Fig. 1: routing congestion
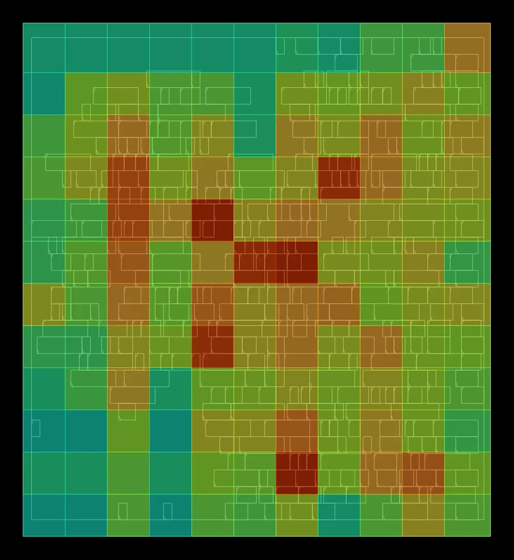
Fig. 2: placed cells, one color a class
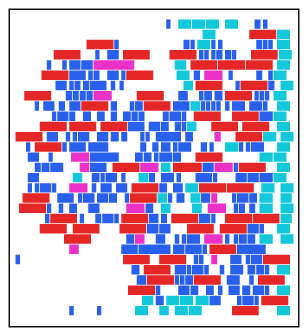
Fig. 3: pin placement
Pins as bars across the die edge, other pins in gray.
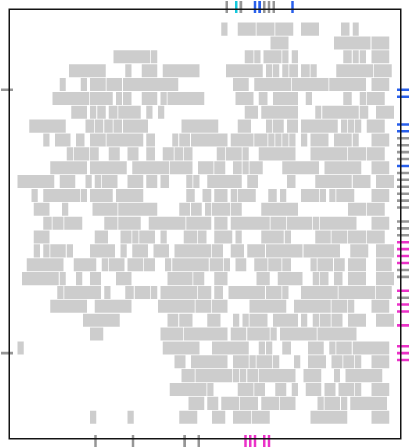
Fig. 4: clock distribution
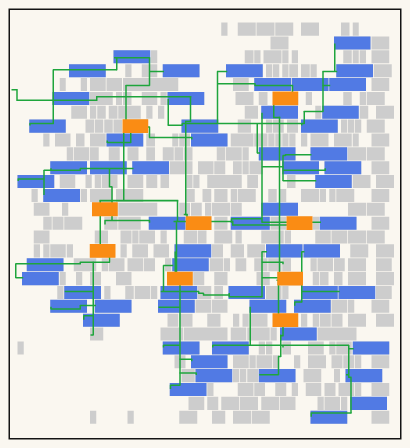
==> src/rtl/uart_bram_pkg.sv <==
// uart_bram_pkg: FSM state and host protocol bytes shared by the UART BRAM read and write paths
package uart_bram_pkg;
  typedef enum logic [2:0] {IDLE, GET_ADDR, GET_DATA, WRITE, REPLY, WAIT_TX} state_t;
  localparam logic [7:0] CMD_WRITE = 8'hA5;
  localparam logic [7:0] CMD_READ  = 8'h5A;
  localparam logic [7:0] ACK_BYTE  = 8'h06;
  localparam logic [7:0] NAK_BYTE  = 8'h15;
endpackage

==> src/rtl/uart_bram_writer_if.sv <==
// uart_bram_writer_if: UART rx/tx handshake and BRAM write port of the writer
// rx_data/rx_valid: receiver byte strobe; tx_busy/tx_data/tx_start: transmitter handshake
// bram_ce/bram_wre/bram_ad/bram_din: single-port BRAM write side
interface uart_bram_writer_if #(parameter int ADDR_W = 4);
  logic [7:0] rx_data;
  logic rx_valid;
  logic tx_busy;
  logic [7:0] tx_data;
  logic tx_start;
  logic bram_ce;
  logic bram_wre;
  logic [ADDR_W-1:0] bram_ad;
  logic [7:0] bram_din;
  modport master(input rx_data, rx_valid, tx_busy, output tx_data, tx_start, bram_ce, bram_wre, bram_ad, bram_din);
  modport slave(output rx_data, rx_valid, tx_busy, input tx_data, tx_start, bram_ce, bram_wre, bram_ad, bram_din);
endinterface

==> src/rtl/uart_reply_sender.sv <==
// uart_reply_sender: holds a reply byte and runs the tx_start / tx_busy handshake with a 4-cycle guard
// i_load/i_byte: capture reply byte; i_reply/i_wait: caller is in REPLY / WAIT_TX
// i_tx_busy: transmitter busy; o_tx_data/o_tx_start: to transmitter; o_done: reply finished
module uart_reply_sender (
  input  logic       clk,
  input  logic       reset,
  input  logic       i_load,
  input  logic [7:0] i_byte,
  input  logic       i_reply,
  input  logic       i_wait,
  input  logic       i_tx_busy,
  output logic [7:0] o_tx_data,
  output logic       o_tx_start,
  output logic       o_done
);
  logic [7:0] r_tx_data;
  logic r_seen;
  logic [1:0] r_guard;
  always_ff @(posedge clk) begin
    if (reset) begin
      r_tx_data <= '0;
      r_seen <= 1'b0;
      r_guard <= '0;
    end else begin
      if (i_load) r_tx_data <= i_byte;
      r_seen <= i_wait & (r_seen | i_tx_busy);
      r_guard <= i_wait ? r_guard + 2'd1 : '0;
    end
  end
  // a transmitter that never raises busy is given up on in the 4th WAIT_TX cycle
  assign o_tx_data = r_tx_data;
  assign o_tx_start = i_reply & ~i_tx_busy;
  assign o_done = i_wait & ~i_tx_busy & (r_seen | r_guard == 2'd3);
endmodule

==> src/rtl/uart_bram_writer.sv <==
// uart_bram_writer: parses A5/addr/data UART frames into single BRAM writes and replies ACK or NAK
// clk/reset: 27 MHz clock, sync active-high reset; bus: UART handshake and BRAM write port
// busy: not IDLE; write_count: successful writes, wrapping
module uart_bram_writer #(
  parameter int ADDR_W = 4,
  parameter int unsigned DEPTH = 16,
  parameter logic [7:0] CMD_WRITE = uart_bram_pkg::CMD_WRITE,
  parameter logic [7:0] ACK_BYTE = uart_bram_pkg::ACK_BYTE,
  parameter logic [7:0] NAK_BYTE = uart_bram_pkg::NAK_BYTE,
  parameter int unsigned TIMEOUT_CYCLES = 2700000
) (
  input  logic clk,
  input  logic reset,
  uart_bram_writer_if.master bus,
  output logic busy,
  output logic [15:0] write_count
);
  import uart_bram_pkg::*;
  localparam int CW = $clog2(TIMEOUT_CYCLES + 1);
  state_t r_state, w_next;
  logic r_addr_ok;
  logic [ADDR_W-1:0] r_bram_ad;
  logic [7:0] r_bram_din;
  logic [CW-1:0] r_cnt;
  logic [15:0] r_write_count;
  logic w_load, w_timeout, w_in_frame, w_tx_start, w_done;
  logic [7:0] w_byte;
  assign w_in_frame = r_state == GET_ADDR || r_state == GET_DATA;
  assign w_timeout = w_in_frame && !bus.rx_valid && r_cnt == CW'(TIMEOUT_CYCLES - 1);
  always_comb begin
    w_next = r_state;
    w_load = 1'b0;
    w_byte = NAK_BYTE;
    case (r_state)
      IDLE: if (bus.rx_valid) begin
        w_next = bus.rx_data == CMD_WRITE ? GET_ADDR : REPLY;
        w_load = bus.rx_data != CMD_WRITE;
      end
      GET_ADDR: begin
        w_next = bus.rx_valid ? GET_DATA : w_timeout ? REPLY : GET_ADDR;
        w_load = w_timeout;
      end
      // a bad address still consumes its data byte so the host stays frame-aligned
      GET_DATA: begin
        w_next = bus.rx_valid ? (r_addr_ok ? WRITE : REPLY) : w_timeout ? REPLY : GET_DATA;
        w_load = w_timeout | (bus.rx_valid & ~r_addr_ok);
      end
      WRITE: begin
        w_next = REPLY;
        w_load = 1'b1;
        w_byte = ACK_BYTE;
      end
      REPLY: w_next = w_tx_start ? WAIT_TX : REPLY;
      WAIT_TX: w_next = w_done ? IDLE : WAIT_TX;
      default: w_next = IDLE;
    endcase
  end
  always_ff @(posedge clk) begin
    if (reset) begin
      r_state <= IDLE;
      r_addr_ok <= 1'b0;
      r_bram_ad <= '0;
      r_bram_din <= '0;
      r_cnt <= '0;
      r_write_count <= '0;
    end else begin
      r_state <= w_next;
      r_cnt <= (w_in_frame && !bus.rx_valid) ? r_cnt + 1'b1 : '0;
      if (r_state == GET_ADDR && bus.rx_valid) begin
        r_addr_ok <= 32'(bus.rx_data) < DEPTH;
        r_bram_ad <= bus.rx_data[ADDR_W-1:0];
      end
      if (r_state == GET_DATA && bus.rx_valid) r_bram_din <= bus.rx_data;
      if (r_state == WRITE) r_write_count <= r_write_count + 16'd1;
    end
  end
  uart_reply_sender u_reply (
    .clk(clk),
    .reset(reset),
    .i_load(w_load),
    .i_byte(w_byte),
    .i_reply(r_state == REPLY),
    .i_wait(r_state == WAIT_TX),
    .i_tx_busy(bus.tx_busy),
    .o_tx_data(bus.tx_data),
    .o_tx_start(w_tx_start),
    .o_done(w_done)
  );
  assign bus.tx_start = w_tx_start;
  assign bus.bram_ce = r_state == WRITE;
  assign bus.bram_wre = r_state == WRITE;
  assign bus.bram_ad = r_bram_ad;
  assign bus.bram_din = r_bram_din;
  assign busy = r_state != IDLE;
  assign write_count = r_write_count;
endmodule

==> src/flat_wrapper.sv <==
// flat-port wrapper written by rule: the top's interface ports become plain ports
module uart_bram_writer_flat import uart_bram_pkg::*;
#(
  parameter int ADDR_W = 4,
  parameter int unsigned DEPTH = 16,
  parameter logic [7:0] CMD_WRITE = uart_bram_pkg::CMD_WRITE,
  parameter logic [7:0] ACK_BYTE = uart_bram_pkg::ACK_BYTE,
  parameter logic [7:0] NAK_BYTE = uart_bram_pkg::NAK_BYTE,
  parameter int unsigned TIMEOUT_CYCLES = 2700000
)
  (clk, reset, busy, write_count, bus_rx_data, bus_rx_valid, bus_tx_busy, bus_tx_data, bus_tx_start, bus_bram_ce, bus_bram_wre, bus_bram_ad, bus_bram_din);
  uart_bram_writer_if #(.ADDR_W(ADDR_W)) bus_i ();
  input  logic clk;
  input  logic reset;
  output logic busy;
  output logic [15:0] write_count;
  input wire logic [$bits(bus_i.rx_data)-1:0] bus_rx_data;
  input wire logic [$bits(bus_i.rx_valid)-1:0] bus_rx_valid;
  input wire logic [$bits(bus_i.tx_busy)-1:0] bus_tx_busy;
  output wire logic [$bits(bus_i.tx_data)-1:0] bus_tx_data;
  output wire logic [$bits(bus_i.tx_start)-1:0] bus_tx_start;
  output wire logic [$bits(bus_i.bram_ce)-1:0] bus_bram_ce;
  output wire logic [$bits(bus_i.bram_wre)-1:0] bus_bram_wre;
  output wire logic [$bits(bus_i.bram_ad)-1:0] bus_bram_ad;
  output wire logic [$bits(bus_i.bram_din)-1:0] bus_bram_din;
  assign bus_i.rx_data = bus_rx_data;
  assign bus_i.rx_valid = bus_rx_valid;
  assign bus_i.tx_busy = bus_tx_busy;
  assign bus_tx_data = bus_i.tx_data;
  assign bus_tx_start = bus_i.tx_start;
  assign bus_bram_ce = bus_i.bram_ce;
  assign bus_bram_wre = bus_i.bram_wre;
  assign bus_bram_ad = bus_i.bram_ad;
  assign bus_bram_din = bus_i.bram_din;
  uart_bram_writer #(.ADDR_W(ADDR_W), .DEPTH(DEPTH), .CMD_WRITE(CMD_WRITE), .ACK_BYTE(ACK_BYTE), .NAK_BYTE(NAK_BYTE), .TIMEOUT_CYCLES(TIMEOUT_CYCLES)) u_core (.clk(clk), .reset(reset), .bus(bus_i), .busy(busy), .write_count(write_count));
endmodule
==> config.mk <==
export PLATFORM = sky130hd
export DESIGN_NAME = uart_bram_writer_flat
export DESIGN_NICKNAME = d
export VERILOG_FILES = /design/src/rtl/uart_bram_pkg.sv /design/src/rtl/uart_bram_writer_if.sv /design/src/rtl/uart_reply_sender.sv /design/src/rtl/uart_bram_writer.sv /design/src/flat_wrapper.sv
export SDC_FILE = /design/constraint.sdc
export NUM_CORES = 1
export LEC_CHECK = 0
export CAP_MARGIN = 20
export CORE_ASPECT_RATIO = 1.1
export CORE_UTILIZATION = 45
export CTS_BUF_LIST = sky130_fd_sc_hd__clkbuf_8 sky130_fd_sc_hd__clkbuf_16
export DETAILED_ROUTE_END_ITERATION = 10
export PLACE_DENSITY = 0.77
export SYNTH_ARGS = -nofsm -noshare
export SYNTH_HDL_FRONTEND = slang
export SYNTH_SLANG_ARGS = --single-unit
==> constraint.sdc <==
create_clock -name clk -period 2.05 [get_ports clk]
set_input_delay 0.41 -clock clk [delete_from_list [all_inputs] [get_ports clk]]
set_output_delay 0.41 -clock clk [all_outputs]
set_load 0.02 [all_outputs]
==> impl_metrics.py <==
# Generated from Yosys and OpenROAD reports
metrics = {
    "clock_tree": {
        "postCtsSetupBuffers": 0,
        "cts.hold.buffers_added": 0,
        "htreeDepth": 3,
        "cts_root_buf": "clkbuf_8",
        "cts_tree": "built",
        "cts_buffers": 9,
        "ctsLongestPathBuffers": 2,
        "cts_sinks": 60,
        "path_clk_slew_ps": 70,
    },
    "die": {
        "die-area_um2": 6428,
        "ios": 52,
        "fp_util": 0.4708,
    },
    "route": {
        "final_antenna_net_count": 0,
        "wl_per_cell_um": 12.13,
        "vias": 2240,
        "dr.pass1.iters": 4,
        "wl_mm": 5.387,
        "avgViaCountPerCell": 5.045,
    },
    "final_layout": {
        "nets": 377,
        "drive_above_1_share": 0.1226,
        "n_antenna_cell": 0,
        "final-instance-count-excl-fill": 444,
        "area_growth_pct": 27.52,
        "largest_register": "u_core.r_cnt",
    },
    "power_and_ir_drop": {
        "power.group.top": "sequential cells",
        "ir_worst_vdd_v": 0.0003975,
        "swShare": 0.2352,
        "pg_seq_mw": 1.19,
        "power_density_nw_per_um2": 670.1,
        "p_seq_frac": 0.505,
        "p_int_mw": 1.797,
        "pwr-share-comb": 0.063,
        "total_power_mw": 2.350,
        "clockPowerShare": 0.432,
        "p_sw_uw": 552.7,
        "pg_comb_uw": 148,
        "leakagePower_nw": 1.285,
    },
    "final_timing": {
        "whs_ps": 428.6,
        "finalMaxSlewViolations": 0,
        "post-route-period-util": 0.9312,
        "setup_viol": 0,
        "rsz0062_at_grt": "false",
        "period_minus_slack_ps": 1909,
        "hold_viol_final": 0,
    },
    "yosys": {
        "synthDistinctLibCells": 51,
        "synthesis.area_um2": 2750,
        "most_common_cell": "dfxtp_1",
        "top_cell_area_share": 0.4368,
        "topCellsByArea": "dfxtp_1 (44%), nor2_1 (6.8%), xnor2_1 (5.4%)",
        "ys_area_um2": 2750,
        "ys_ff": 60,
        "synth.avg_cell_area_um2": 8.987,
        "async_reset_ff_frac": 0,
        "synthesis.instances": 306,
        "edf_count": 0,
        "top_area_cell": "dfxtp_1",
        "ys.flop_type": "dfxtp_1",
        "ys_seq_frac": 0.4368,
        "synth-warning-count": 0,
        "yosysCellCount": 306,
    },
    "global_route": {
        "grt_max_degree": 30,
        "overflow": 0,
        "antenna_found_initial": 0,
        "grt_first_pass_wirelength_mm": 9.301,
        "first_global_vias": 2162,
    },
    "placed_design": {
        "postPlaceCellArea_um2": 3314,
        "place.gp.congestion": 0.8519,
        "dp_hpwl_mm": 3.997,
    },
    "min_path": {
        "hold_start": "u_core.u_reply.r_guard[0]",
        "holdPathEnd": "u_core.u_reply.r_guard[0]",
        "hp-class": "reg -> reg",
    },
    "setup_path": {
        "path_max_fanout": 7,
        "critPathKind": "reg -> out",
        "cp_num_cells": 3,
        "critPathMaxStageDelay_ps": 350,
        "worstSetupEndpoint": "bus_bram_wre",
        "required_ps": 1640,
        "ff2ff_setup_slack_ps": 300,
        "start_kind": "flip-flop",
        "end_kind": "output port",
        "cp_num_buf_inv": 1,
        "reg2reg_to": "u_core.u_reply.o_tx_data[1]",
        "timing.rr.start": "u_core.r_state[0]",
        "cp-startpoint": "u_core.r_state[2]",
        "crit_chain": "and2b_1, and2_1, dlygate4sd2_1",
        "slowest_stage": "dfxtp_2",
        "crit_family": "simple AND/OR/NAND/NOR gates",
    },
    "outcome": {
        "outcome": "completed",
    },
    "flow_run": {
        "drv_cap": 0,
        "warning_count": 26,
    },
}
Back to the opening pictures, Fig. 1:
GRT Overall Usage: 0.1796
met3 Track Usage GR: 0.03934
grt met2 use: 0.3145
Top Usage Layer GRT: met2

Back to the opening pictures, Fig. 2:
- cyan: remaining buffers and delay cells (cells 58)
- red: sequential cells (cells 60)
- blue: remaining logic cells (cells 233)
- magenta: clock drivers and dummy loads (cells 16)
core area: 5842 um^2
Rows: 29
Finished Core Util: 0.6003
flop share of the area: 0.3428
final instance area: 3507 um^2

Back to the opening pictures, Fig. 3:
- blue: `bus_bram_din` (pins 8; direction output; edge 5 right, 3 top)
- magenta: `write_count` (pins 16; direction output; edge 11 right, 5 bottom)
- cyan: `bus_rx_valid` (pins 1; direction input; edge top)
- all pins by edge: 32 right, 9 top, 9 bottom, 2 left
die height: 83.99 um
number of port buffers: 47
Die Width: 76.54 um

Back to the opening pictures, Fig. 4:
- orange: clock-net drivers (count 9)
- blue: flip-flops (count 60)
- green: clock wires (length 731 um)
- flops lie: all over the die
Clock Skew: 9.637 ps
P_clk: 1.02 mW

-- routing by layer --
metal / share of wire / global-route usage
met5: 0 / 0
met2: 0.50 / 0.3145
met1: 0.45 / 0.2060
met3: 0.033 / 0.03934
met4: 0.020 / 0.08566
-- stage by stage --
step                setup TNS [ps]  setup WS [ps]
floorplan                        0          454.5
global placement                 0          12.80
detailed placement          -24.00         -18.69
CTS                              0          52.68
global route                     0          58.65
finish                           0          141.0
-- cell type report --
cell class | count | area [um^2]
inverter | 9 | 33.78
clock inverter | 7 | 67.56
sequential | 60 | 1202
fill | 494 | 2335
timing repair buffer | 58 | 548.0
multi-input combinational | 224 | 1435
clock buffer | 9 | 123.9
tap | 77 | 96.34
-- placed cells by master (no fill, tap or decap), types with 2 or more instances in the layout --
master	instances
dlygate4sd2_1	4
a21oi_1	14
clkdlybuf4s50_1	43
nor2_1	50
nand2_1	31
and3_1	7
clkinvlp_4	3
nor3b_1	2
buf_4	11
and4_1	4
nand3_1	9
nor2b_1	2
dfxtp_1	59
and2_1	6
and4bb_2	2
o21ai_0	4
nand4_1	9
xor2_1	16
conb_1	4
clkbuf_8	9
xnor2_1	17
ha_1	3
inv_1	8
or3_1	3
clkinv_2	3
a31oi_1	3
nor3_2	3
mux2i_1	5
nor3b_2	2
nor3_1	6
-- logic make-up (layout without fill, tap and decap cells) --
kind of cell / after synthesis / after routing / synth area share
other cells: 1 / 4 / 0.001364
fa+ha+maj: 3 / 3 / 0.01365
compound gates: 30 / 30 / 0.06916
flops: 60 / 60 / 0.4368
simple gates: 149 / 149 / 0.3085
mux: 5 / 5 / 0.01820
buf+inv: 25 / 83 / 0.04731
xor+xnor: 33 / 33 / 0.1051
-- what timing repair did --
action | in CTS | in global routing
gates resized | 4 | 2
endpoints found under the hold margin | 0 | 0
endpoints found under the setup margin | 4 | 3
Power and IR drop assume default switching activity.
